===== src/rtl/bram_port_arbiter.sv =====
// bram_port_arbiter: two requesters share one BRAM port.
// Round-robin grant with an optional per-beat lock. Read responses are routed
// one cycle after accept using a registered requester tag.
// Optional feature macro: BRAM_ARB_BOUNDS_CHECK_EN -- accesses with
// addr >= Depth are accepted, but writes are suppressed, reads return 0, and
// err_o pulses in the response cycle.
//
// state   | meaning
// ARB     | round-robin between both requesters
// LOCKED0 | only requester 0 may be granted
// LOCKED1 | only requester 1 may be granted
module bram_port_arbiter #(
    parameter int unsigned DataWidth = 8,
    parameter int unsigned Depth     = 1024,
    parameter int unsigned AddrWidth = $clog2(Depth + 1)
) (
    input  logic                 clk_i,
    input  logic                 rst_ni,
    input  logic                 r0_valid_i,
    output logic                 r0_ready_o,
    input  logic                 r0_we_i,
    input  logic                 r0_lock_i,
    input  logic [AddrWidth-1:0] r0_addr_i,
    input  logic [DataWidth-1:0] r0_data_i,
    output logic                 r0_rvalid_o,
    output logic [DataWidth-1:0] r0_rdata_o,
    input  logic                 r1_valid_i,
    output logic                 r1_ready_o,
    input  logic                 r1_we_i,
    input  logic                 r1_lock_i,
    input  logic [AddrWidth-1:0] r1_addr_i,
    input  logic [DataWidth-1:0] r1_data_i,
    output logic                 r1_rvalid_o,
    output logic [DataWidth-1:0] r1_rdata_o,
    output logic                 mem_write_en_o,
    output logic [AddrWidth-1:0] mem_addr_o,
    output logic [DataWidth-1:0] mem_data_o,
    input  logic [DataWidth-1:0] mem_data_i,
    output logic                 err_o
);

    typedef enum logic [1:0] {ARB = 2'd0, LOCKED0 = 2'd1, LOCKED1 = 2'd2} state_t;

    state_t state, state_next;
    // 1: requester 1 was granted last, so requester 0 wins the next tie
    logic last_grant;
    logic accept0, accept1, accept, sel, sel_we, sel_lock, oob;
    logic [AddrWidth-1:0] sel_addr, addr_q;
    logic [DataWidth-1:0] sel_data, data_q, resp_data, rdata0_q, rdata1_q;
    logic rd_pend, rd_tag, rd_oob;

    // State register
    always_ff @(posedge clk_i or negedge rst_ni) begin
        if (!rst_ni) state <= ARB;
        else         state <= state_next;
    end

    // Next state: the accepted beat's lock bit decides whether the grant is held
    always_comb begin
        state_next = state;
        if (accept) begin
            if (sel_lock) state_next = sel ? LOCKED1 : LOCKED0;
            else          state_next = ARB;
        end
    end

    // Ready outputs; gated by reset so nothing is accepted while in reset
    always_comb begin
        r0_ready_o = 1'b0;
        r1_ready_o = 1'b0;
        if (rst_ni) begin
            case (state)
                ARB: begin
                    if (r0_valid_i && r1_valid_i) begin
                        r0_ready_o = last_grant;
                        r1_ready_o = ~last_grant;
                    end else begin
                        r0_ready_o = r0_valid_i;
                        r1_ready_o = r1_valid_i;
                    end
                end
                LOCKED0: r0_ready_o = r0_valid_i;
                LOCKED1: r1_ready_o = r1_valid_i;
                default: ;
            endcase
        end
    end

    assign accept0  = r0_valid_i & r0_ready_o;
    assign accept1  = r1_valid_i & r1_ready_o;
    assign accept   = accept0 | accept1;
    assign sel      = accept1;
    assign sel_we   = sel ? r1_we_i   : r0_we_i;
    assign sel_lock = sel ? r1_lock_i : r0_lock_i;
    assign sel_addr = sel ? r1_addr_i : r0_addr_i;
    assign sel_data = sel ? r1_data_i : r0_data_i;

`ifdef BRAM_ARB_BOUNDS_CHECK_EN
    logic err_q;

    assign oob = 32'(sel_addr) >= Depth;

    // One-cycle error pulse in the response cycle of an out-of-range beat
    always_ff @(posedge clk_i or negedge rst_ni) begin
        if (!rst_ni) err_q <= 1'b0;
        else         err_q <= accept & oob;
    end

    assign err_o = err_q;
`else
    assign oob   = 1'b0;
    assign err_o = 1'b0;
`endif

    // BRAM port: pass-through on accept, otherwise hold the last address/data
    assign mem_write_en_o = accept & sel_we & ~oob;
    assign mem_addr_o     = accept ? sel_addr : addr_q;
    assign mem_data_o     = accept ? sel_data : data_q;

    // Grant pointer and held BRAM address/data
    always_ff @(posedge clk_i or negedge rst_ni) begin
        if (!rst_ni) begin
            last_grant <= 1'b1;
            addr_q     <= '0;
            data_q     <= '0;
        end else if (accept) begin
            last_grant <= sel;
            addr_q     <= sel_addr;
            data_q     <= sel_data;
        end
    end

    // Read tag pipeline: one outstanding response, due the cycle after accept
    always_ff @(posedge clk_i or negedge rst_ni) begin
        if (!rst_ni) begin
            rd_pend <= 1'b0;
            rd_tag  <= 1'b0;
            rd_oob  <= 1'b0;
        end else begin
            rd_pend <= accept & ~sel_we;
            if (accept) begin
                rd_tag <= sel;
                rd_oob <= oob;
            end
        end
    end

    assign resp_data   = rd_oob ? '0 : mem_data_i;
    assign r0_rvalid_o = rd_pend & ~rd_tag;
    assign r1_rvalid_o = rd_pend & rd_tag;
    assign r0_rdata_o  = r0_rvalid_o ? resp_data : rdata0_q;
    assign r1_rdata_o  = r1_rvalid_o ? resp_data : rdata1_q;

    // Read data holds between responses
    always_ff @(posedge clk_i or negedge rst_ni) begin
        if (!rst_ni) begin
            rdata0_q <= '0;
            rdata1_q <= '0;
        end else begin
            if (r0_rvalid_o) rdata0_q <= resp_data;
            if (r1_rvalid_o) rdata1_q <= resp_data;
        end
    end

endmodule

===== config.mk =====
export PLATFORM = sky130hd
export DESIGN_NAME = bram_port_arbiter
export DESIGN_NICKNAME = d
export VERILOG_FILES = /design/src/rtl/bram_port_arbiter.sv
export SDC_FILE = /design/constraint.sdc
export NUM_CORES = 1
export LEC_CHECK = 0
export CAP_MARGIN = 10
export CORE_MARGIN = 5
export CORE_UTILIZATION = 36
export CTS_CLUSTER_DIAMETER = 100
export CTS_CLUSTER_SIZE = 24
export DETAILED_ROUTE_END_ITERATION = 8
export MAX_ROUTING_LAYER = met4
export PLACE_DENSITY = 0.85
export SLEW_MARGIN = 15
export SYNTH_ARGS = -nofsm -noshare
export SYNTH_HDL_FRONTEND = slang
export SYNTH_SLANG_ARGS = --single-unit

===== constraint.sdc =====
create_clock -name clk_i -period 4.4 [get_ports clk_i]
set_input_delay 0.44 -clock clk_i [delete_from_list [all_inputs] [get_ports clk_i]]
set_output_delay 0.44 -clock clk_i [all_outputs]
set_load 0.01 [all_outputs]

run_1/port_nets.png
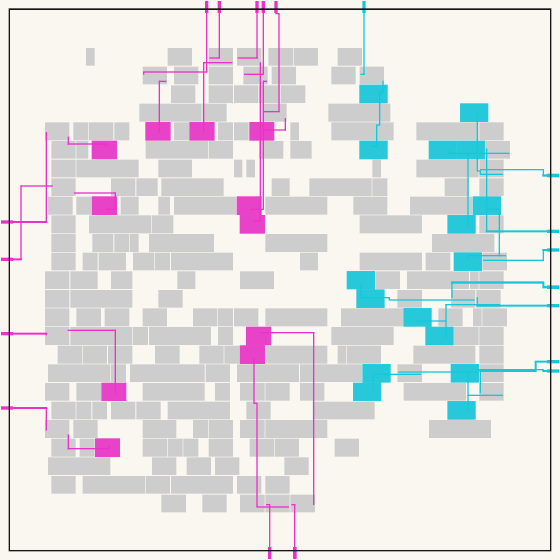
port	colour	bits	direction	end cells	buffers	wire
`r1_addr_i`	magenta	11	input	11	11	299 um
`mem_data_i`	cyan	8	input	16	8	231 um

run_1/final_placement.png
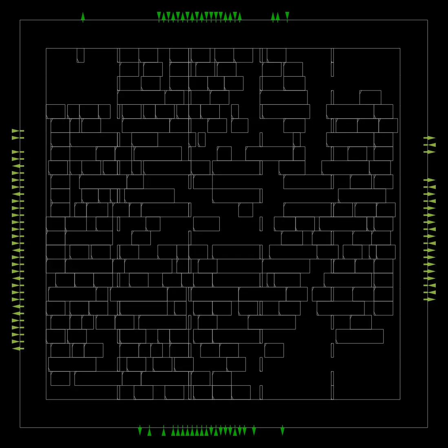
number of well taps: 54
CORE AREA: 0.00466 mm2
Rows: 25
Core Util, Final: 59.1%
Seq/total area: 36.4%

run_1/met3.png
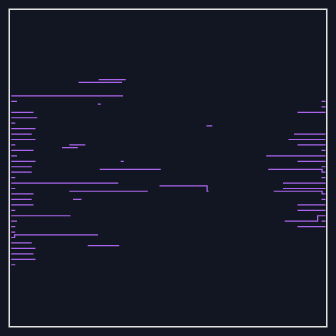
longest straight run	27.6 um
share of all routed wire	8.7%
wire length on this layer	404 um
nets with wire on the layer	58
main direction	horizontal

==> deck_impl_summary.md, run 1 <==
Key Metrics from the Run

Synth
  • Synth warn: 0
  • Largest area contributor in the netlist: dfrtp_1
  • Synthesized instance count: roughly 130
  • Post-synth regs: 40
  • Yosys cell types: 23
  • Synth area leaders: dfrtp_1 57%, mux2_2 11%, a221o_1 11%
  • Ys async rst share: 100%
  • Most frequent cell after synthesis: dfrtp_1
  • Synth top cells by count: 39 x dfrtp_1, 19 x a221o_1, 19 x and3_1

Clocking
  • Total CTS buffers: 5
  • Clock Tree Root: clkbuf_8
  • CTS sink cnt: around 40

Global routing
  • Global-route wire length before repair: 7470 um
  • Tot GR Track Use: 16.0%
  • Met1 usage in global routing: 19.3%
  • Met3 global-route usage: 4.65%

STA
  • Clock Skew: between 2 and 2.5 ps
  • FMAX: approximately 0.34 GHz
  • Worst setup margin: 1420 ps

Critical path
  • Critical Path End Type: output port
  • Max FO, Critical Path: 19
  • CP required: 3960 ps
  • R2R Path Start: state[0]$_DFFE_PN0P_
  • Crit path launch type: input pin

Floorplanning
  • Die area: 0.00623 mm2
  • Die Wd: 78.9 um

Run
  • Tool warnings: 26

Status
  • Status: complete, no violations

Placement
  • Port Buffers: 93
  • Dpl hpwl: 3520 um

Route
  • Via density: about 5.2
  • Total iterations of the first detailed-routing run: 4

Power
  • Power Density: 639 mW/mm2

Layout
  • Syn-to-layout area delta: 61.1%
  • Share of layout cells above drive strength 1: roughly 15%
## run 1: through the flow
stage               util, %  instances  total power [mW]  cell area [um2]
floorplan                 -        125              1.02             1710
global placement       56.8        265              1.47             2650
detailed placement     56.8        265              1.49             2650
CTS                    59.1        273              1.78             2760
global route           59.1        273              1.87             2760
finish                 59.1        273              1.76             2760
## run 1: worst max-delay path: cells and delay by family
kind                   cells  cell delay [ps]
AND/OR/NAND/NOR            1              160
AND-OR/OR-AND              2              940
buffers and inverters      2              990
## run 1: power breakdown
| part | internal, mW | total [mW] | switching (mW) |
|---|---|---|---|
| Sequential | 0.551 | 0.614 | 0.0623 |
| Clock | 0.168 | 0.290 | 0.122 |
| Combinational | 0.516 | 0.857 | 0.341 |
## run 1: cells by family (layout without fill, tap and decap cells)
group | count (synthesis) | in the layout | share of synthesized area, %
AND/OR/NAND/NOR | 28 | 28 | 10.3
multiplexers | 17 | 17 | 11.2
flip-flops | 40 | 40 | 58.6
other | 1 | 1 | 0.219
AND-OR/OR-AND | 26 | 26 | 14.6
buffers and inverters | 13 | 107 | 5.05
## run 1: registers in the layout, indices dropped and copies added, names as in the netlist
name,cells
last_grant,1
state,2
rd_pend,1
rdata0_q,8
rdata1_q,8
addr_q,11
data_q,8
rd_tag,1
## run 1: metal layers
| layer | wire (um) | vias up |
|---|---|---|
| met5 | 0 | - |
| li1 | - | 658 |
| met2 | 2330 | 72 |
| met3 | 404 | 8 |
| met4 | 66 | 0 |
| met1 | 1840 | 689 |
## run 1: area by class of cell
type                            instances  area, um2
Tap cell                               54       67.6
Clock inverter                          2       35.0
Sequential cell                        40       1000
Multi-Input combinational cell         72        622
Clock buffer                            6       72.6
Inverter                                4       15.0
Fill cell                             398       1910
Timing Repair Buffer                   95        941
--- run 2 (diff from run 1) ---
--- a/config.mk
+++ b/config.mk
@@ -7,12 +7,12 @@
 export LEC_CHECK = 0
 export CAP_MARGIN = 10
 export CORE_MARGIN = 5
-export CORE_UTILIZATION = 36
+export CORE_UTILIZATION = 34
 export CTS_CLUSTER_DIAMETER = 100
 export CTS_CLUSTER_SIZE = 24
 export DETAILED_ROUTE_END_ITERATION = 8
 export MAX_ROUTING_LAYER = met4
-export PLACE_DENSITY = 0.85
+export PLACE_DENSITY = 0.84
 export SLEW_MARGIN = 15
 export SYNTH_ARGS = -nofsm -noshare
 export SYNTH_HDL_FRONTEND = slang
==> constraint.sdc (replaced) <==
create_clock -name clk_i -period 2.6 [get_ports clk_i]
set_input_delay 0.26 -clock clk_i [delete_from_list [all_inputs] [get_ports clk_i]]
set_output_delay 0.26 -clock clk_i [all_outputs]
set_load 0.01 [all_outputs]
==> deck_impl_summary.md, run 2 <==
Key Metrics from the Run

STA
  • Final Max Tran Viols: 0
  • Post-layout period usage: a little over nine tenths
  • Slew Limit Headroom: between 60 and 70%
  • Clock Skew: 9.76 ps
  • Worst setup margin: 66.1 ps
  • Final Hold Fails: 0
  • Sum of negative setup slack: 0 ps
  • FMAX: 0.395 GHz
  • Worst-margin pin slew: 543 ps
  • Minimum clock period: 2530 ps
  • Worst hold slack: around 500 ps

Placement
  • Post-DP Area: 0.00270 mm2
  • Dpl hpwl: between 3000 and 4000 um
  • Port Buffers: between 90 and 100
  • Setup WS pre-CTS: -91.2 ps
  • Dpl cells: roughly 280

Synth
  • Synth top cells by count: 39 x dfrtp_1, 19 x a221o_1, 19 x and3_1
  • Syn nets: 179
  • Yosys synthesis chip area: 0.00171 mm2
  • Post-synth regs: 40
  • Most frequent cell after synthesis: dfrtp_1
  • Yosys cell types: 23
  • Post-synth seq share: between 50% and 60%
  • Synth area leaders: dfrtp_1 57%, mux2_2 11%, a221o_1 11%
  • Synth warn: 0
  • Synth Flop Type: dfrtp_1
  • Top cell area share: 57.1%
  • Area of the mapped netlist: 0.00171 mm2
  • Synthesized instance count: 125
  • Largest area contributor in the netlist: dfrtp_1
  • Ys async rst share: 100%

Critical path
  • Slowest-stage cell, CP: dlygate4sd3_1
  • Arrival time worst endpoint: 2270 ps
  • R2R Path Start: state[0]$_DFFE_PN0P_
  • Max FO, Critical Path: 12
  • Top Family by Delay on Critical Path: buffers and inverters
  • Crit path launch type: input pin
  • Reg2reg setup slack: about 1000 ps
  • R2r endpoint: addr_q[3]$_DFF_PN0_
  • Critical Path Max Stage Delay: 530 ps
  • Crit Path Class: in2out
  • CP cell instances: dlygate4sd3_1, buf_2, and3b_1, buf_4, and3_1, a221o_1, clkdlybuf4s50_1
  • CP required: 2340 ps
  • WP buf/inv: 4
  • Critical Path End Type: output port

Run
  • Tool warnings: 26
  • Max-cap viol count: 0

Global routing
  • Vias in the first global route: about 1500
  • Initial antenna violation count: 0
  • Tot GR Track Use: between 10% and 20%
  • Global-route wire length before repair: 7800 um

Clocking
  • Max H-tree Level: 2
  • Clock Tree Root: clkbuf_8
  • Post-CTS setup buffers: 0
  • CTS sink cnt: 40
  • Max clock buf depth: 2
  • Clock-pin slew on the worst setup and hold paths: 80 ps
  • Hold-fix buffers, CTS: 1
  • Post-cts sizing count: 1
  • Total CTS buffers: 5

Floorplanning
  • Rows: 25
  • Die Wd: 80.9 um
  • Die height: 80.9 um
  • FP Core Util: 35.5%
  • CORE AREA: 0.00482 mm2
  • Die area: 0.00655 mm2

Hold path
  • Cell depth of the worst hold path: 1
  • Hold Path Class: reg2reg
  • Min-Delay Startpoint: rdata0_q[4]$_DFF_PN0_

Route
  • Final WL: 4790 um
  • Post-DR wirelength/cell: 16.5 um
  • Initial DRC Count: 39
  • Total iterations of the first detailed-routing run: 4
  • Via density: 4.96
  • Total number of vias: 1439
  • Antenna Violating Nets Remaining: 0

Layout
  • Number of flip-flops under the largest register name: 11
  • Share of layout cells above drive strength 1: 16.6%
  • Syn-to-layout area delta: 66.9%
  • Finished Cell Area: 0.00286 mm2
  • Commonest Layout Cell: clkdlybuf4s50_1
  • Final net count: 276
  • Biggest register: addr_q

Power
  • Peak VDD IR: 0.514 mV
  • Total power draw: 2.99 mW
  • Power Density: 1050 mW/mm2

Status
  • Status: complete, no violations
-- run 2: cell counts after synthesis --
Identical to the previous run, type by type.
-- run 2: cells by family (layout without fill, tap and decap cells) --
logic type	after synthesis	after routing	share of synthesized area, %
muxes	17	17	11.2
other	1	1	0.219
and+or+nand+nor	28	28	10.3
DFF	40	40	58.6
buffers and inverters	13	111	5.05
AOI/OAI and AO/OA	26	26	14.6
-- run 2: worst max-delay path by stage --
stage	from	endpoint	slack, ps	depth (start not counted)
final	rst_ni	mem_data_o[1]	70	7
after CTS	rst_ni	mem_addr_o[4]	30	7
after detailed placement	r1_valid_i	mem_addr_o[4]	-90	5
after global placement	r1_valid_i	mem_addr_o[1]	-20	5
after floorplan	state[0]$_DFFE_PN0P_	mem_addr_o[1]	1000	4
after global routing	rst_ni	mem_addr_o[0]	-0.4	7
-- run 2: cell type report --
| type | instances | area [um2] | share of cell area, % |
|---|---|---|---|
| inverter | 4 | 15.0 | 0.526 |
| multi-input combinational | 72 | 629 | 22.0 |
| timing repair buffer | 99 | 1010 | 35.5 |
| tap | 67 | 83.8 | 2.94 |
| sequential | 40 | 1000 | 35.1 |
| clock buffer | 5 | 68.8 | 2.41 |
| clock inverter | 3 | 42.5 | 1.49 |
-- run 2: where the power goes --
group / internal, mW / leakage, nW / switching [mW]
Clock: 0.284 / 0.0541 / 0.215
Sequential: 0.933 / 0.481 / 0.106
Combinational: 0.867 / 0.848 / 0.589
Total: 2.08 / 1.38 / 0.910
-- run 2: per-layer routing --
metal	track usage, %	wire length [um]	vias up
met5	-	0	-
met4	3.72	39	0
met3	5.65	367	8
met2	25.3	2330	66
met1	19.5	2060	700
li1	-	-	665
run_2/wire_density.png
16 x 16 tiles, from black (low) to pale yellow (high), scaled to the fullest tile. Values are wire area over tile area, all layers added.
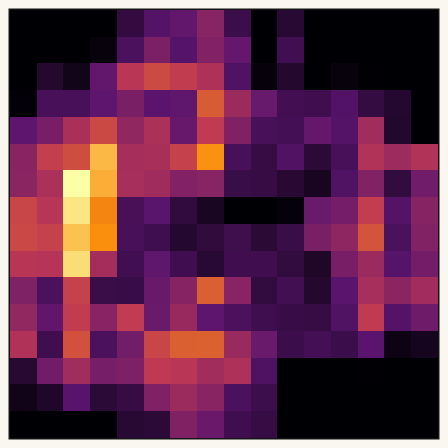
mean over tiles	0.12
fullest tile	0.47
densest ninth of the die	west

run_2/final_placement.png
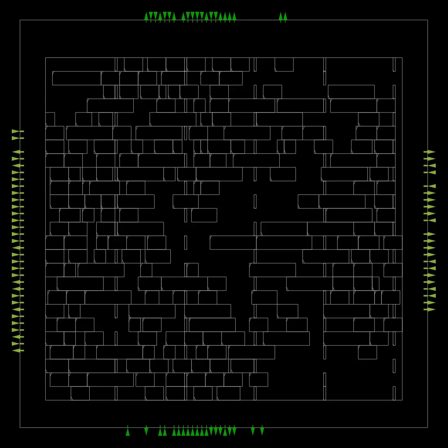
Non-Filler Instances: 290
fillers: 411
Core Util, Final: 59.3%
Seq/total area: 35.1%
number of well taps: 67

Power figures rest on the tool's default switching activity, not on a simulated workload.
